--- config.mk ---
export PLATFORM = sky130hd
export DESIGN_NAME = tinker_fetch_unit
export DESIGN_NICKNAME = d
export VERILOG_FILES = /design/src/rtl/tinker_pkg.sv /design/src/rtl/tinker_sync_fifo.sv /design/src/rtl/tinker_fetch_unit.sv
export SDC_FILE = /design/constraint.sdc
export NUM_CORES = 1
export LEC_CHECK = 0
export ABC_AREA = 1
export ABC_CLOCK_PERIOD_IN_PS = 10100
export CAP_MARGIN = 10
export CORE_MARGIN = 2
export CORE_UTILIZATION = 55
export DETAILED_ROUTE_END_ITERATION = 10
export PLACE_DENSITY = 0.79
export SLEW_MARGIN = 20
export SYNTH_ARGS = -nofsm -noshare
export SYNTH_HDL_FRONTEND = slang
export SYNTH_SLANG_ARGS = --single-unit
--- constraint.sdc ---
create_clock -name clk -period 10.1 [get_ports clk]
set_clock_uncertainty 0.1 [all_clocks]
set_input_delay 1.515 -clock clk [delete_from_list [all_inputs] [get_ports clk]]
set_output_delay 1.515 -clock clk [all_outputs]
set_load 0.05 [all_outputs]
--- src/rtl/tinker_pkg.sv ---
// tinker_pkg: shared widths, reset PC, fetch queue entry and fetch state types
package tinker_pkg;
  localparam int XLEN = 64;
  localparam int INSTR_W = 32;
  localparam logic [XLEN-1:0] RESET_PC_DEFAULT = 64'h2000;
  typedef struct packed {
    logic [INSTR_W-1:0] instr;
    logic [XLEN-1:0]    pc4;
  } fetch_entry_t;
  typedef enum logic {RUN, DRAIN} fetch_state_t;
endpackage

--- src/rtl/tinker_sync_fifo.sv ---
// tinker_sync_fifo: synchronous FIFO with flush; simultaneous push and pop allowed when full
module tinker_sync_fifo #(
  parameter int WIDTH = 32,
  parameter int DEPTH = 4
) (
  input  logic                     clk,
  input  logic                     reset,
  input  logic                     push,
  input  logic                     pop,
  input  logic                     flush,
  input  logic [WIDTH-1:0]         din,
  output logic [WIDTH-1:0]         dout,
  output logic [$clog2(DEPTH):0]   count,
  output logic                     full,
  output logic                     empty
);
  localparam int AW = (DEPTH > 1) ? $clog2(DEPTH) : 1;
  localparam int CW = $clog2(DEPTH) + 1;
  logic [WIDTH-1:0] mem [DEPTH];
  logic [AW-1:0] wr_ptr, rd_ptr;
  logic do_push, do_pop;
  assign empty = count == '0;
  assign full = count == CW'(DEPTH);
  assign do_pop = pop & ~empty;
  assign do_push = push & (~full | do_pop);
  assign dout = mem[rd_ptr];
  always_ff @(posedge clk) begin
    if (reset | flush) begin
      wr_ptr <= '0;
      rd_ptr <= '0;
      count <= '0;
    end else begin
      if (do_push) wr_ptr <= (wr_ptr == AW'(DEPTH - 1)) ? '0 : wr_ptr + AW'(1);
      if (do_pop) rd_ptr <= (rd_ptr == AW'(DEPTH - 1)) ? '0 : rd_ptr + AW'(1);
      count <= count + CW'(do_push) - CW'(do_pop);
    end
  end
  always_ff @(posedge clk) begin
    if (do_push) mem[wr_ptr] <= din;
  end
endmodule

--- src/rtl/tinker_fetch_unit.sv ---
// tinker_fetch_unit: PC generation, credit-limited instruction reads, prefetch queue to IF/ID,
// and redirect handling that discards responses of requests granted before the redirect.
module tinker_fetch_unit
  import tinker_pkg::*;
#(
  parameter logic [XLEN-1:0] RESET_PC = RESET_PC_DEFAULT,
  parameter int QDEPTH = 4,
  parameter int MAX_OUTST = 4
) (
  input  logic            clk,
  input  logic            reset,
  input  logic            fetch_en,
  input  logic            redirect_valid,
  input  logic [63:0]     redirect_pc,
  output logic            imem_req,
  output logic [63:0]     imem_addr,
  input  logic            imem_gnt,
  input  logic            imem_rvalid,
  input  logic [31:0]     imem_rdata,
  output logic            id_valid,
  input  logic            id_ready,
  output logic [31:0]     id_instr,
  output logic [63:0]     id_pc4,
  output logic            busy
);
  localparam int CW = $clog2(QDEPTH) + 1;
  localparam int OW = $clog2(MAX_OUTST) + 1;
  logic [XLEN-1:0] fetch_pc, af_dout;
  logic [OW-1:0] outstanding, drop_cnt, drop_next;
  logic [CW-1:0] q_count;
  fetch_state_t state, state_next;
  fetch_entry_t q_din, q_dout;
  logic q_full, q_empty, af_full, af_empty, credit, grant, push_q, pop_q, dropping;
  // Counting queued plus in-flight words against QDEPTH guarantees every response has a slot.
  assign credit = (CW + 1)'(q_count) + (CW + 1)'(outstanding) < (CW + 1)'(QDEPTH);
  assign imem_req = ~reset & fetch_en & ~redirect_valid & credit & ~af_full;
  assign imem_addr = fetch_pc;
  assign grant = imem_req & imem_gnt;
  assign dropping = state == DRAIN;
  assign push_q = imem_rvalid & ~dropping & ~redirect_valid;
  assign pop_q = id_valid & id_ready;
  assign q_din = '{instr: imem_rdata, pc4: af_dout + 64'd4};
  assign id_valid = ~q_empty;
  assign id_instr = id_valid ? q_dout.instr : '0;
  assign id_pc4 = id_valid ? q_dout.pc4 : '0;
  assign busy = (outstanding != '0) | ~q_empty;
  // On redirect every in-flight request is stale, except one retiring this very cycle.
  always_comb begin
    drop_next = redirect_valid ? outstanding - OW'(imem_rvalid) : drop_cnt - OW'(imem_rvalid & dropping);
    state_next = (drop_next != '0) ? DRAIN : RUN;
  end
  always_ff @(posedge clk) begin
    if (reset) begin
      fetch_pc <= RESET_PC;
      drop_cnt <= '0;
      state <= RUN;
    end else begin
      fetch_pc <= redirect_valid ? {redirect_pc[63:2], 2'b00} : grant ? fetch_pc + 64'd4 : fetch_pc;
      drop_cnt <= drop_next;
      state <= state_next;
    end
  end
  tinker_sync_fifo #(.WIDTH($bits(fetch_entry_t)), .DEPTH(QDEPTH)) u_queue (
    .clk(clk), .reset(reset), .push(push_q), .pop(pop_q), .flush(redirect_valid),
    .din(q_din), .dout(q_dout), .count(q_count), .full(q_full), .empty(q_empty)
  );
  // In-flight addresses are never flushed: they pair with responses purely by order.
  tinker_sync_fifo #(.WIDTH(XLEN), .DEPTH(MAX_OUTST)) u_inflight (
    .clk(clk), .reset(reset), .push(grant), .pop(imem_rvalid), .flush(1'b0),
    .din(fetch_pc), .dout(af_dout), .count(outstanding), .full(af_full), .empty(af_empty)
  );
  a_redirect_aligned: assert property (@(posedge clk) disable iff (reset)
    redirect_valid |-> redirect_pc[1:0] == 2'b00);
  a_rvalid_legal: assert property (@(posedge clk) disable iff (reset)
    imem_rvalid |-> !af_empty && !q_full);
endmodule

Fig. 1: clock routing
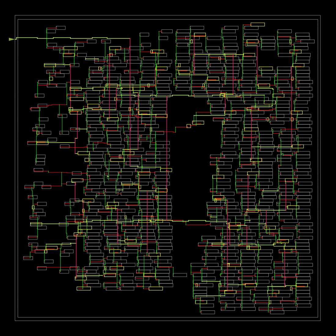
flop count: 708
Layout clock buffers: 85

Fig. 2: where the registers sit
(1 px per micron) Other sequential cells in the stronger gray, the rest of the logic in the fainter gray.
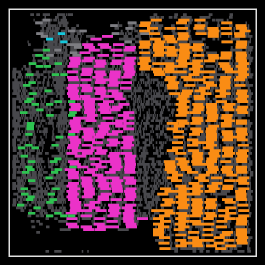
signal	color	placed flops
`u_queue.mem`	orange	376
`imem_addr`	green	62
`u_inflight.count`	cyan	3
`u_inflight.mem`	magenta	248
P_seq: 3580 uW
fraction of area in registers: 0.544

Fig. 3: hierarchy map of the flops
(1.5 px per micron) Other sequential cells in the stronger gray, the rest of the logic in the fainter gray.
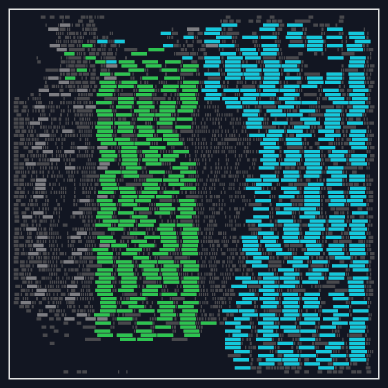
scope	color	placed flops
`u_queue`	cyan	383
`u_inflight`	green	255
not colored	70
Post-Layout Cell Count: 4382
die area: 60200 sq um
Finished Core Util: 0.651

Fig. 4: port wiring
(2 px per micron)
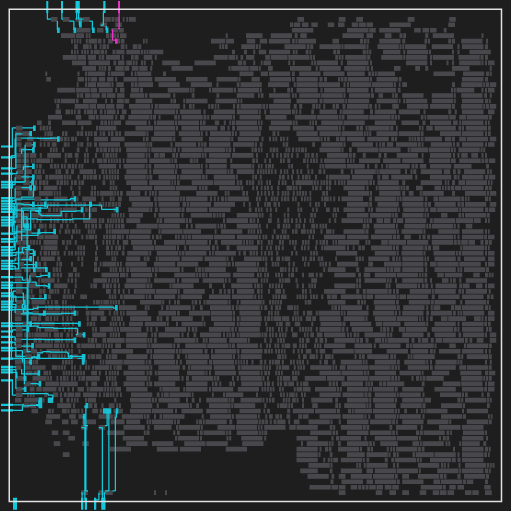
port	color	direction	end cells	buffers	wire
`id_valid`	magenta	output	1	1	17.1 microns
`redirect_pc`	cyan	input	62	62	1530 microns
io pins: 266
I/O Buffers: 259

==> notes.md <==
fresh numbers from the pnr run: Tool Warnings 36, largest net degree at the start of global routing ~120, DR pass1 iterations 7, Hold Path Cell Cnt 2, ANT cells 0, Synth flops 708, Die X 245 microns, met3 Usage GRT 0.0434, FF-to-FF End u_queue.mem[2][30], placed cells 4254, CP Class register to output port, Seq pwr share 0.443, slowest stage cell, crit path buf_4, worst hold path type register to register, ys cells 3345, Top class by area registers, dpl cell area ~35000 sq um, main flop type edfxtp_1, Netlist Area Pre-Place 32100 sq um, pre-CTS WS 4.24 ns, Post-synth EDFFs roughly 620, FFs w/ async S/R, synth 0, crit-path cells buf_4 > buf_4 > nor2_1 > nor2_1 > o21ai_0 > a21oi_1 > clkdlybuf4s50_1, DRT iter0 DRCs 2529, total wire length 82800 microns, Worst Tran Pin Value approximately 1.1 ns, status complete, no violations, crit path time final around 6 ns, Largest register FFs 376, row count 88, M1 GR Usage 0.356, H-Tree Depth 3, Register Area 20400 sq um, area leader, netlist edfxtp_1, largest family of logic cells by area simple AND/OR/NAND/NOR gates, CP top delay family buffers and inverters, most numerous logic cell after layout nand2_1, and+or+nand+nor area frac 0.224, clock network power 2680 uW, post-synthesis compound-gate area fraction 0.0657, clk_lat worst skew approximately 0.60 ns, Top pwr grp registers
Power is estimated from default activity; no workload was simulated.
